File: src/rtl/pc_fetch_sequencer.sv
// PC fetch sequencer: paces instruction fetch, holds the PC across data accesses,
// selects the next-PC source and provides halt/watchdog termination. Optional counters: PC_SEQ_PERF_EN.
module pc_fetch_sequencer #(
  parameter int TIMEOUT = 64,
  parameter int CNT_W   = 32
) (
  input  logic             CLK,
  input  logic             RST,
  output logic             imem_ren,
  input  logic             ihit,
  input  logic             dmem_req,
  input  logic             dhit,
  input  logic             halt,
  input  logic             br_taken,
  input  logic             jr_req,
  input  logic             j_req,
  output logic             pcenable,
  output logic [1:0]       pc_sel,
  output logic             dmem_busy,
  output logic             halted,
  output logic             fault,
  output logic [CNT_W-1:0] cyc_cnt,
  output logic [CNT_W-1:0] instr_cnt,
  output logic [CNT_W-1:0] stall_cnt
);

  localparam int WAIT_W = (TIMEOUT > 0) ? $clog2(TIMEOUT + 1) : 1;
  localparam logic [WAIT_W-1:0] WAIT_LAST = WAIT_W'((TIMEOUT > 0) ? TIMEOUT - 1 : 0);

  typedef enum logic [2:0] {
    ST_BOOT,
    ST_FETCH,
    ST_DMEM,
    ST_HALTED,
    ST_FAULT
  } state_t;

  state_t            r_state, w_state_next;
  logic [WAIT_W-1:0] r_wait, w_wait_next;
  logic              w_waiting;

  always_ff @(posedge CLK or posedge RST) begin
    if (RST) begin
      r_state <= ST_BOOT;
      r_wait  <= '0;
    end else begin
      r_state <= w_state_next;
      r_wait  <= w_wait_next;
    end
  end

  always_comb begin
    w_state_next = r_state;
    w_wait_next  = '0;
    w_waiting    = 1'b0;
    imem_ren     = 1'b0;
    pcenable     = 1'b0;
    pc_sel       = 2'd0;
    dmem_busy    = 1'b0;
    halted       = 1'b0;
    fault        = 1'b0;
    case (r_state)
      ST_BOOT: w_state_next = ST_FETCH;
      ST_FETCH: begin
        imem_ren = 1'b1;
        if (ihit) begin
          // halt outranks dmem_req so a halting word never starts a data access
          if (halt)          w_state_next = ST_HALTED;
          else if (dmem_req) w_state_next = ST_DMEM;
          else               pcenable     = 1'b1;
        end else begin
          w_waiting = 1'b1;
        end
      end
      ST_DMEM: begin
        dmem_busy = 1'b1;
        if (dhit) begin
          pcenable     = 1'b1;
          w_state_next = ST_FETCH;
        end else begin
          w_waiting = 1'b1;
        end
      end
      ST_HALTED: halted = 1'b1;
      ST_FAULT:  fault  = 1'b1;
      default:   w_state_next = ST_BOOT;
    endcase

    if (w_waiting && (TIMEOUT > 0)) begin
      if (r_wait == WAIT_LAST) w_state_next = ST_FAULT;
      else                     w_wait_next  = r_wait + 1'b1;
    end

    if (pcenable) begin
      if (br_taken)    pc_sel = 2'd1;
      else if (jr_req) pc_sel = 2'd2;
      else if (j_req)  pc_sel = 2'd3;
    end
  end

`ifdef PC_SEQ_PERF_EN
  logic [CNT_W-1:0] r_cyc_cnt, r_instr_cnt, r_stall_cnt;
  logic             w_stall;

  assign w_stall = ((r_state == ST_FETCH) && !ihit) || ((r_state == ST_DMEM) && !dhit);

  always_ff @(posedge CLK or posedge RST) begin
    if (RST) begin
      r_cyc_cnt   <= '0;
      r_instr_cnt <= '0;
      r_stall_cnt <= '0;
    end else begin
      r_cyc_cnt <= r_cyc_cnt + 1'b1;
      if (pcenable) r_instr_cnt <= r_instr_cnt + 1'b1;
      if (w_stall)  r_stall_cnt <= r_stall_cnt + 1'b1;
    end
  end

  assign cyc_cnt   = r_cyc_cnt;
  assign instr_cnt = r_instr_cnt;
  assign stall_cnt = r_stall_cnt;
`else
  assign cyc_cnt   = '0;
  assign instr_cnt = '0;
  assign stall_cnt = '0;
`endif

endmodule

File: config.mk
export PLATFORM = sky130hd
export DESIGN_NAME = pc_fetch_sequencer
export DESIGN_NICKNAME = d
export VERILOG_FILES = /design/src/rtl/pc_fetch_sequencer.sv
export SDC_FILE = /design/constraint.sdc
export NUM_CORES = 1
export LEC_CHECK = 0
export ABC_AREA = 1
export CORE_MARGIN = 2
export CORE_UTILIZATION = 35
export DETAILED_ROUTE_END_ITERATION = 8
export GPL_TIMING_DRIVEN = 0
export PLACE_DENSITY = 0.95
export SLEW_MARGIN = 20
export SYNTH_ARGS = -nofsm -noshare
export SYNTH_HDL_FRONTEND = slang
export SYNTH_SLANG_ARGS = --single-unit
export TNS_END_PERCENT = 20
File: constraint.sdc
create_clock -name CLK -period 2 [get_ports CLK]
set_input_delay 0.4 -clock CLK [delete_from_list [all_inputs] [get_ports CLK]]
set_output_delay 0.4 -clock CLK [all_outputs]
set_load 0.01 [all_outputs]
==> images/gate_families.png <==
Drawn at 6 px/um.
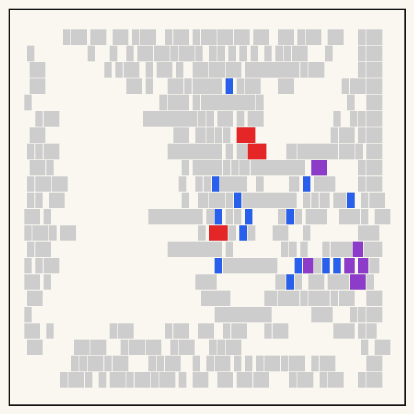
colour	family	cells
red	XOR/XNOR gates	3
purple	inverting AOI/OAI gates	6
blue	inverters	14
most numerous logic cell after layout: buf_4
Finished Layout Cells: 343
Comb area share: 34.1%

==> images/final_congestion.png <==
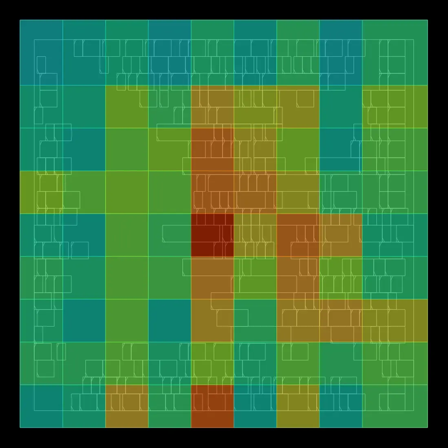
met3 Track Usage GR: 3.60%
post-layout util: 52.8%

==> flow_summary.ini <==
; physical design summary
[layout]
n_antenna_cell = 0
mostFrequentLayoutCells = buf_4 (97), conb_1 (96), nand2_1 (22)
seq_area_share_pct = 13.0
logic_gate_count = 156
seqCellArea_um2 = 251
clock_area_share_pct = 2.14
layout.area.comb_um2 = 659
largestRegisters = r_wait x7, r_state x3
nClkBuffers = 3
layout-drive-gt1-share_pct = 35.9
syn_to_final_growth_pct = 44.8
n_fill_cell = 375
finalInstanceArea_um2 = 1930
largest_reg_flops = 7
nNetsFinal = 307
top_register = r_wait
buffers = 112
buf_share_pct = 44.9
dominant_cells = non-clock buffers

[timing]
fin_setup_tns_ns = 0
finalCriticalPeriod_ns = 1.91
rsz0062_at_grt = false
fin_skew_ns = 0.00182
drv_slew = 0
holdWs_ns = 0.460
setup_viol = 0
fin_ws_ns = 0.0896
max_freq_mhz = 523
finalClockPeriodUsage_pct = 95.5

[clocking]
postCtsSetupRepairBufs = 0
cts_root_buf = clkbuf_8
cts_buffers = 3
cts.sinks = 10
clock_path_buffers = 2
htree_levels = 1
clk_pin_slew_ns = 0.05
insertion_delay_ns = 0.24
cts_tree = done
cts_resized = 4

[logic_synthesis]
simple_gate_share_pct = 16.9
ys_types = 18
mux_share_pct = 0
synth_top_cell_by_count = buf_4
synth_seq_share_pct = 18.8
synth.top_cell.area_share_pct = 54.6
synth_flops = 10
ys_async_sr_fraction_pct = 100
synthFlopType = dfrtp_1
yosys_warnings = 0
topCombFamilyByArea = buffers and inverters
synthCells = 182
avgSynthCellArea_um2 = 7.33
aoi_share_pct = 2.63
top_cells_by_count = buf_4 (97), nand2_1 (22), nor2_1 (15)
yosys_cells = 182
edf_count = 0
adder_share_pct = 0.938

[setup_path]
end_kind = output pin
critical_path.endpoint = fault
reg2regPathDepth = 6
crit_buf_inv = 3
r2r-start = r_wait[0]
timing.rr.end = r_wait[5]
cp.arrival_ns = 1.51
cp_max_fo = 8
cp_top_family = buffers and inverters
critical_path_required_ns = 1.60
crit_chain = buf_4, nor2_1, nand2_1, inv_1, clkdlybuf4s50_1
crit_start = r_state[0]
max_stage_delay_ns = 0.53
cp-start-kind = register
reg2reg_slack_ns = 0.72
cpMaxStageDelayCell = clkdlybuf4s50_1

[power_and_ir_drop]
power.switching_w = 0.000404
p_sw_share_pct = 38.1
power-top-group = combinational logic
vdd_drop_max_uv = 183
p_per_area_nw_per_um2 = 549
p_total_w = 0.00106
comb_power_share_pct = 54.4
p_leak_nw = 1.25
powerClk_w = 0.000208
pwr-share-clk_pct = 19.6
p_seq_w = 0.000276
powerComb_w = 0.000577
p_int_w = 0.000656
seqPwrFrac_pct = 26.0

[place]
post-place-ws_ns = -0.292
place_hpwl_um = 2170
place.gp.congestion = 0.690
placedCellCount = 340
placed_area_um2 = 1900

[global_routing]
grt_max_degree = 11
grt-ovfl-total = 0
antenna_found_initial = 0
grt_util_met2_pct = 22.5
grt.busiest_layer = met2
grtUsageMet1_pct = 7.78
grt_pass1_vias = 918
grt_pass1_wl_um = 3510

[routing]
met3_length_um = 310
top_layer = met4
route.detailed.wl_per_inst_um = 6.96
wl_met2_um = 1360
postRouteAntennaNets = 0
drtPass1Iterations = 3
dr.first_iter.drc_count = 30
wl_um = 2390
drc = 0

[hold_path]
min_path_type = primary input to async pin

[floorplanning]
coreArea_um2 = 3660
chipArea_um2 = 4320
fp_util_pct = 36.4
die_x_um = 65.7
taps = 48
chipHeight_um = 65.7

[job]
warnings = 26
cap_violations = 0

[status]
status = finished, final reports clean
==> images/wire_density.png <==
Drawn at 6 px/um. 13 x 13 tiles, from white (low) to dark blue (high), scaled to the fullest tile. Values are wire area over tile area, all layers added.
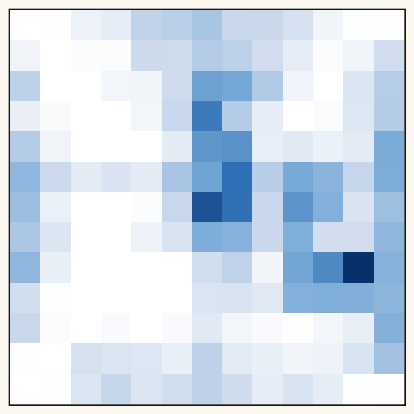
tiles over half the peak	7.7%
mean over tiles	0.095
fullest tile	0.47
emptiest ninth of the die	upper left
densest ninth of the die	middle right
vias: 1103
GRT Resource Usage Total: 10.3%

==> images/port_nets.png <==
Drawn at 8 px/um.
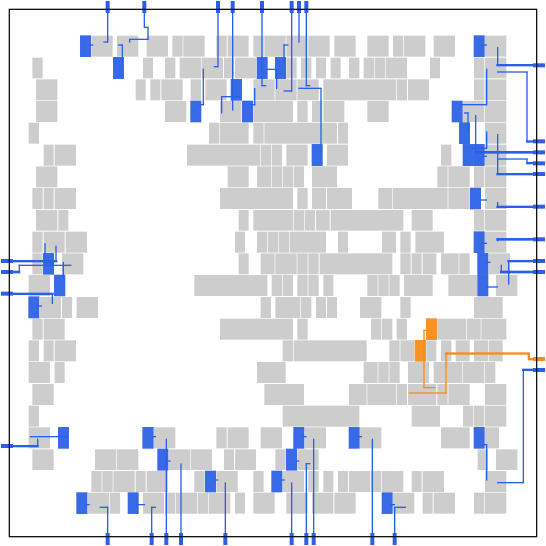
colour	port	direction	end cells	buffers	wire
orange	dmem_req	input	2	1	30.0 um
blue	instr_cnt	output	32	32	322 um
IO buf count: 15
IO Pins: 112

Power and IR drop assume default switching activity.
